<file path="config.mk">
export PLATFORM = sky130hd
export DESIGN_NAME = mq_static_fifo
export DESIGN_NICKNAME = d
export VERILOG_FILES = /design/src/rtl/mq_static_fifo.sv
export SDC_FILE = /design/constraint.sdc
export NUM_CORES = 1
export LEC_CHECK = 0
export CORE_MARGIN = 3
export CORE_UTILIZATION = 58
export DETAILED_ROUTE_END_ITERATION = 12
export PLACE_DENSITY_LB_ADDON = 0.05
export SYNTH_ARGS = -nofsm -noshare
export SYNTH_HDL_FRONTEND = slang
export SYNTH_SLANG_ARGS = --single-unit
</file>
<file path="constraint.sdc">
create_clock -name clk -period 8.1 [get_ports clk]
set_clock_uncertainty 0.2 [all_clocks]
set_input_delay 1.215 -clock clk [delete_from_list [all_inputs] [get_ports clk]]
set_output_delay 1.215 -clock clk [all_outputs]
set_load 0.02 [all_outputs]
</file>
<file path="src/rtl/mq_static_fifo.sv">
// Multi-queue FIFO with statically partitioned storage: NUMFIFO queues of NUMELEM entries
// sharing one memory, with per-queue head/count, registered status and pipelined pop data.
module mq_static_fifo #(
    parameter int unsigned NUMELEM   = 4,
    parameter int unsigned BITDATA   = 8,
    parameter int unsigned NUMFIFO   = 8,
    parameter int unsigned DAT_DELAY = 1
) (
    input  logic                       clk,
    input  logic                       rst,
    output logic                       ready,
    input  logic                       push,
    input  logic [$clog2(NUMFIFO)-1:0] pu_prt,
    input  logic [BITDATA-1:0]         pu_din,
    input  logic                       pop,
    input  logic [$clog2(NUMFIFO)-1:0] po_prt,
    output logic                       po_vld,
    output logic [BITDATA-1:0]         po_dout,
    output logic                       pu_err,
    output logic                       po_err,
    output logic [NUMFIFO-1:0]         empty,
    output logic [NUMFIFO-1:0]         full,
    input  logic [$clog2(NUMFIFO)-1:0] st_prt,
    output logic [$clog2(NUMELEM):0]   st_cnt
);

    localparam int unsigned PW    = $clog2(NUMFIFO);
    localparam int unsigned AW    = $clog2(NUMELEM);
    localparam int unsigned CW    = AW + 1;
    localparam int unsigned DEPTH = NUMFIFO * NUMELEM;
    localparam logic [CW-1:0] FullCnt = CW'(NUMELEM);

    typedef enum logic [0:0] {StInit, StRun} state_e;

    state_e               state_q, state_d;
    logic [PW-1:0]        init_idx_q, init_idx_d;
    logic [BITDATA-1:0]   mem_q [DEPTH];
    logic [AW-1:0]        head_q [NUMFIFO];
    logic [AW-1:0]        head_d [NUMFIFO];
    logic [CW-1:0]        cnt_q [NUMFIFO];
    logic [CW-1:0]        cnt_d [NUMFIFO];
    logic [NUMFIFO-1:0]   empty_q, empty_d, full_q, full_d;
    logic [CW-1:0]        st_cnt_q, st_cnt_d;
    logic                 pu_err_q, po_err_q;
    logic [DAT_DELAY-1:0] vld_q;
    logic [BITDATA-1:0]   dat_q [DAT_DELAY];

    logic                 push_hit, pop_hit;
    logic [AW-1:0]        tail;
    logic [PW+AW-1:0]     push_addr, pop_addr;

    assign ready = !rst && (state_q == StRun);

    // A full queue still takes a push when the same queue is popped this cycle.
    always_comb begin
        pop_hit   = ready && pop && (cnt_q[po_prt] != '0);
        push_hit  = ready && push &&
                    ((cnt_q[pu_prt] != FullCnt) || (pop_hit && (po_prt == pu_prt)));
        tail      = head_q[pu_prt] + cnt_q[pu_prt][AW-1:0];
        push_addr = {pu_prt, tail};
        pop_addr  = {po_prt, head_q[po_prt]};
    end

    always_comb begin
        state_d    = state_q;
        init_idx_d = init_idx_q;
        unique case (state_q)
            StInit: begin
                init_idx_d = init_idx_q + PW'(1);
                if (init_idx_q == PW'(NUMFIFO - 1)) state_d = StRun;
            end
            StRun: state_d = StRun;
            default: state_d = StInit;
        endcase
    end

    always_comb begin
        for (int q = 0; q < NUMFIFO; q++) begin
            head_d[q] = head_q[q];
            cnt_d[q]  = cnt_q[q];
            if (state_q == StInit) begin
                if (init_idx_q == PW'(q)) begin
                    head_d[q] = '0;
                    cnt_d[q]  = '0;
                end
            end else begin
                if (pop_hit && (po_prt == PW'(q))) head_d[q] = head_q[q] + AW'(1);
                unique case ({push_hit && (pu_prt == PW'(q)), pop_hit && (po_prt == PW'(q))})
                    2'b10:   cnt_d[q] = cnt_q[q] + CW'(1);
                    2'b01:   cnt_d[q] = cnt_q[q] - CW'(1);
                    default: cnt_d[q] = cnt_q[q];
                endcase
            end
            empty_d[q] = (cnt_d[q] == '0);
            full_d[q]  = (cnt_d[q] == FullCnt);
        end
        // Unswept queues hold stale counts, so status is pinned until the sweep ends.
        if (state_q == StInit) begin
            empty_d  = '1;
            full_d   = '0;
            st_cnt_d = '0;
        end else begin
            st_cnt_d = cnt_d[st_prt];
        end
    end

    always_ff @(posedge clk) begin
        if (rst) begin
            state_q    <= StInit;
            init_idx_q <= '0;
            empty_q    <= '1;
            full_q     <= '0;
            st_cnt_q   <= '0;
            pu_err_q   <= 1'b0;
            po_err_q   <= 1'b0;
            vld_q      <= '0;
        end else begin
            state_q    <= state_d;
            init_idx_q <= init_idx_d;
            empty_q    <= empty_d;
            full_q     <= full_d;
            st_cnt_q   <= st_cnt_d;
            pu_err_q   <= ready && push && !push_hit;
            po_err_q   <= ready && pop && !pop_hit;
            vld_q[0]   <= pop_hit;
            for (int i = 1; i < DAT_DELAY; i++) vld_q[i] <= vld_q[i-1];
        end
    end

    // Storage, pointers and data pipeline carry no reset; the sweep restores pointers.
    always_ff @(posedge clk) begin
        head_q   <= head_d;
        cnt_q    <= cnt_d;
        dat_q[0] <= mem_q[pop_addr];
        for (int i = 1; i < DAT_DELAY; i++) dat_q[i] <= dat_q[i-1];
        if (push_hit) mem_q[push_addr] <= pu_din;
    end

    assign po_vld  = !rst && vld_q[DAT_DELAY-1];
    assign po_dout = po_vld ? dat_q[DAT_DELAY-1] : '0;
    assign pu_err  = !rst && pu_err_q;
    assign po_err  = !rst && po_err_q;
    assign empty   = rst ? '1 : empty_q;
    assign full    = rst ? '0 : full_q;
    assign st_cnt  = rst ? '0 : st_cnt_q;

endmodule

</file>
==> images/registers.png <==
Scale bar: 50 um. Other sequential cells in the stronger grey, the rest of the logic in the fainter grey.
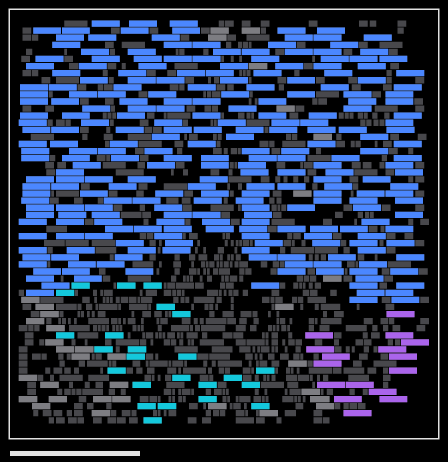
| colour | netlist name | flops |
|---|---|---|
| cyan | cnt_q | 24 |
| blue | mem_q | 256 |
| purple | head_q | 16 |
not coloured: 34

==> images/final_clocks.png <==
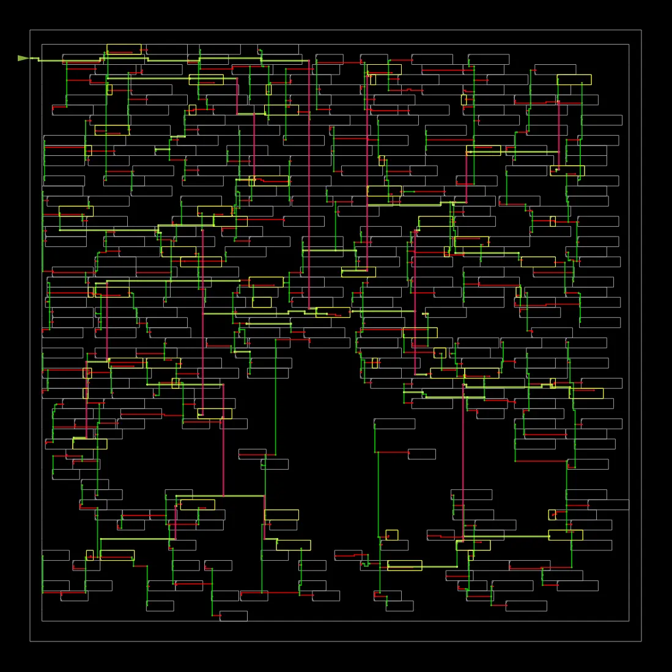
flop count: 330
Num CTS Buffers: 34
clock sink count: 330

==> images/gate_families.png <==
Scale bar: 50 um.
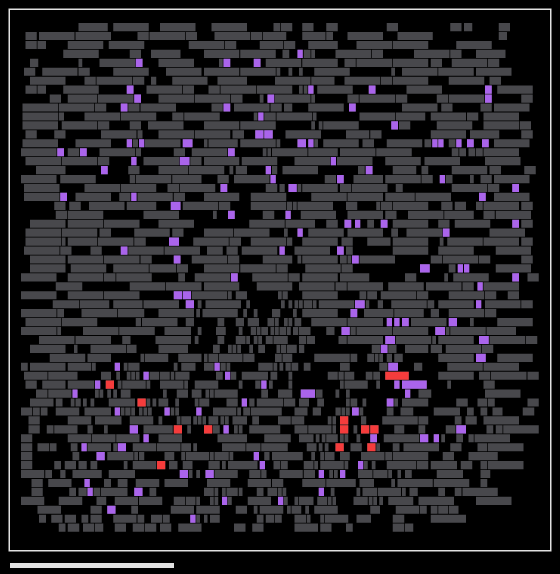
| colour | family | cells |
|---|---|---|
| purple | inverting AOI/OAI gates | 126 |
| red | AND-OR and OR-AND gates | 12 |

==> images/pins.png <==
Pins as bars across the die edge, other pins in grey.
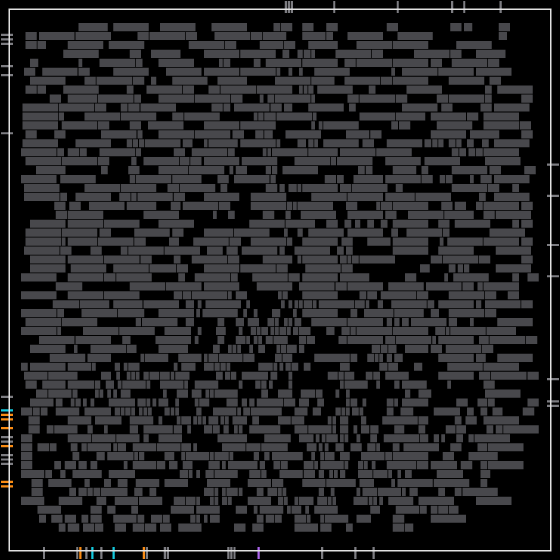
| colour | port | pins | direction | edge |
|---|---|---|---|---|
| cyan | st_prt | 3 | input | 2 bottom, 1 left |
| purple | pu_err | 1 | output | bottom |
| orange | full | 8 | output | 6 left, 2 bottom |
all pins by edge: 19 left, 18 bottom, 8 top, 7 right

==> images/metal_stack.png <==
Two of the layers only.
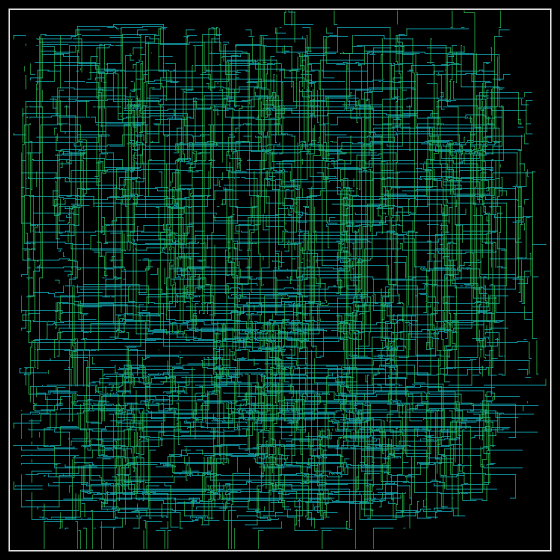
| colour | layer | wire length |
|---|---|---|
| green | met2 | 15600 um |
| cyan | met1 | 15100 um |

==> metrics.yaml <==
layout_top_cell: "edfxtp_1"
num_rows: 57
grt_pass1_wl_mm: 52.0
fmax_mhz: 167
yosysChipArea_um2: 14500
slew_viol_final: 0
min_period_ns: 5.98
warnings: 30
cts_max_level: 2
most-common-layout-cells: "272 x edfxtp_1, 122 x mux2i_1, 68 x nand2_1, 67 x nor2_1, 57 x dfxtp_1"
num_vias: 8733
cts_setup_buffers: 0
insertion_delay_ns: 0.52
clk_pin_slew_ns: 0.06
grt_usage_pct: 25.9
dieWidth_um: 164
die_h_um: 164
post_cts_resized: 0
gp_congestion: 0.917
synth_area_um2: 14500
synthDistinctLibCells: 51
core_um2: 24500
slew-limit-headroom_pct: 15.8
via_per_inst: 5.99
yosysWarnings: 0
cts_tree: "built"
finalSetupViolCount: 0
rrSetupSlack_ns: 3.55
syn_to_final_growth_pct: 12.8
io_buffers: 51
ff_type: "edfxtp_1"
critical_path_arrival_ns: 6.21
cts-hold-fix-buffers: 0
cp_max_fo: 16
hold_depth: 2
clock-root-buffer: "clkbuf_16"
initCoreUtil_pct: 59.4
vdd_drop_max_mv: 0.193
cts_buffer_depth: 3
grt-ovfl-total: 0
setup-tns-final_ns: 0
nets: 1153
status: "finished, final reports clean"
drv_cap: 0
drt-total-wl_mm: 33.8
syn_avg_cell_area_um2: 13.8
drt_pass1_iterations: 5
powerDensity_nw_per_um2: 224
hold_violations: 0
drc: 0
rsz0062_at_grt: "false"
startpoint_type: "input port"
dp_hpwl_mm: 22.9
crit_type: "in2reg"
ant_nets: 0
drive_gt1_share_pct: 10.5
required_ns: 8.32
reg2reg_depth: 17
post_drt_wl_per_cell_um: 23.2
total_power_uw: 3670
async_reset_ff_share_pct: 0
hp-class: "reg2reg"
antenna_found_initial: 0
numSynthFlops: 330
die_area_um2: 27000
postSynthSeqShare_pct: 64.2
post-route-period-util_pct: 73.9
yosys_cells: 1052
end_kind: "flop"
leakage_uw: 0.00581
edf_count: 272
grt_pass1_vias: 8691
drt_iter0_drc: 867
boundaryPins: 52
fp_nets: 1096
grt_max_degree: 71
tightest_slew_ns: 1.26
syn_inst: 1052
## flip-flops by register name (all words and copies together), names as in the netlist
signal and count:
cnt_q 24, dat_q 8, empty_q 8, full_q 8
head_q 16, init_idx_q 3, mem_q 256, po_err_q 1
pu_err_q 1, st_cnt_q 3, state_q 1, vld_q 1
## critical path, cell delays in order
cell and delay [ns]:
clkdlybuf4s50_1 1.00, mux4_2 0.59, mux2_2 0.29, nand3b_2 0.21
a31oi_2 0.22, nor2_1 0.11, nand2_1 0.36, or2_2 0.20
ha_1 0.19, inv_1 0.06, fa_1 0.38, xor2_1 0.16
nor2_1 0.12, xor2_1 0.16, nand2_1 0.07, o21a_1 0.16
mux4_2 0.46, a211oi_1 0.23
## through the flow
step / util [%] / hold WS (ns) / area (um^2) / instances / worst slack [ns]
floorplan: - / 0.302 / 14500 / 1052 / 3.24
global placement: 62.8 / 0.349 / 15400 / 1397 / 1.75
detailed placement: 62.8 / 0.372 / 15400 / 1397 / 1.64
CTS: 67.0 / 0.385 / 16400 / 1457 / 2.16
global route: 67.0 / 0.416 / 16400 / 1457 / 1.81
finish: 67.1 / 0.377 / 16400 / 1458 / 2.12
## synth_stat cells (all sizes together), types with 15 or more instances
cell | count | share of area (%)
o22ai | 40 | 1.7
ha | 15 | 1.3
or2 | 17 | 0.77
o21ai | 31 | 1.1
clkbuf | 28 | 0.72
mux4 | 23 | 3.6
edfxtp | 272 | 56
nor2b | 25 | 1.1
and2 | 18 | 0.77
inv | 46 | 1.2
buf | 26 | 1.4
nand2 | 68 | 1.8
mux2i | 122 | 8.4
nor4 | 18 | 0.77
xor2 | 26 | 1.6
a21oi | 22 | 0.76
dfxtp | 58 | 8.0
nor2 | 67 | 1.7
nor3 | 23 | 0.83
## final timing paths
kind           startpoint     endpoint
min reg2reg  mem_q[31][7]  dat_q[0][7]
max reg2reg      cnt_q[3]  st_cnt_q[2]
min          mem_q[31][7]  dat_q[0][7]
max             pu_prt[0]  st_cnt_q[2]
## report_power, final
group | switching [uW] | internal [uW] | leakage, uW | total, uW
logic | 194 | 124 | 0.00237 | 318
registers | 26.0 | 1860 | 0.00293 | 1880
clock network | 618 | 853 | 0.000517 | 1470
total | 838 | 2830 | 0.00581 | 3670
## metal layers
layer	up-vias	track usage (%)	wire length, um
met5	-	0	0
met4	0	5.92	527
met3	45	4.94	2600
met2	322	39.6	15600
met1	4336	39.0	15100
li1	4030	-	-
## layout make-up
| class | count | area (um^2) |
|---|---|---|
| Sequential cell | 330 | 9330 |
| Fill cell | 1776 | 8060 |
| Multi-Input combinational cell | 622 | 4760 |
| Clock buffer | 44 | 941 |
| Timing Repair Buffer | 75 | 691 |
| Tap cell | 324 | 405 |
| Inverter | 46 | 173 |
| Clock inverter | 16 | 105 |
| Antenna cell | 1 | 2.50 |
## logic make-up after synthesis
kind of cell | share of synthesized area, %
DFF | 64.2
and+or+nand+nor | 9.37
muxes | 12.3
AOI/OAI and AO/OA | 6.07
buffers and inverters | 3.30
xor gates and xnor gates | 2.35
adders and majority gates | 2.39
No activity file was given, so power comes from the tool's default toggle rates.
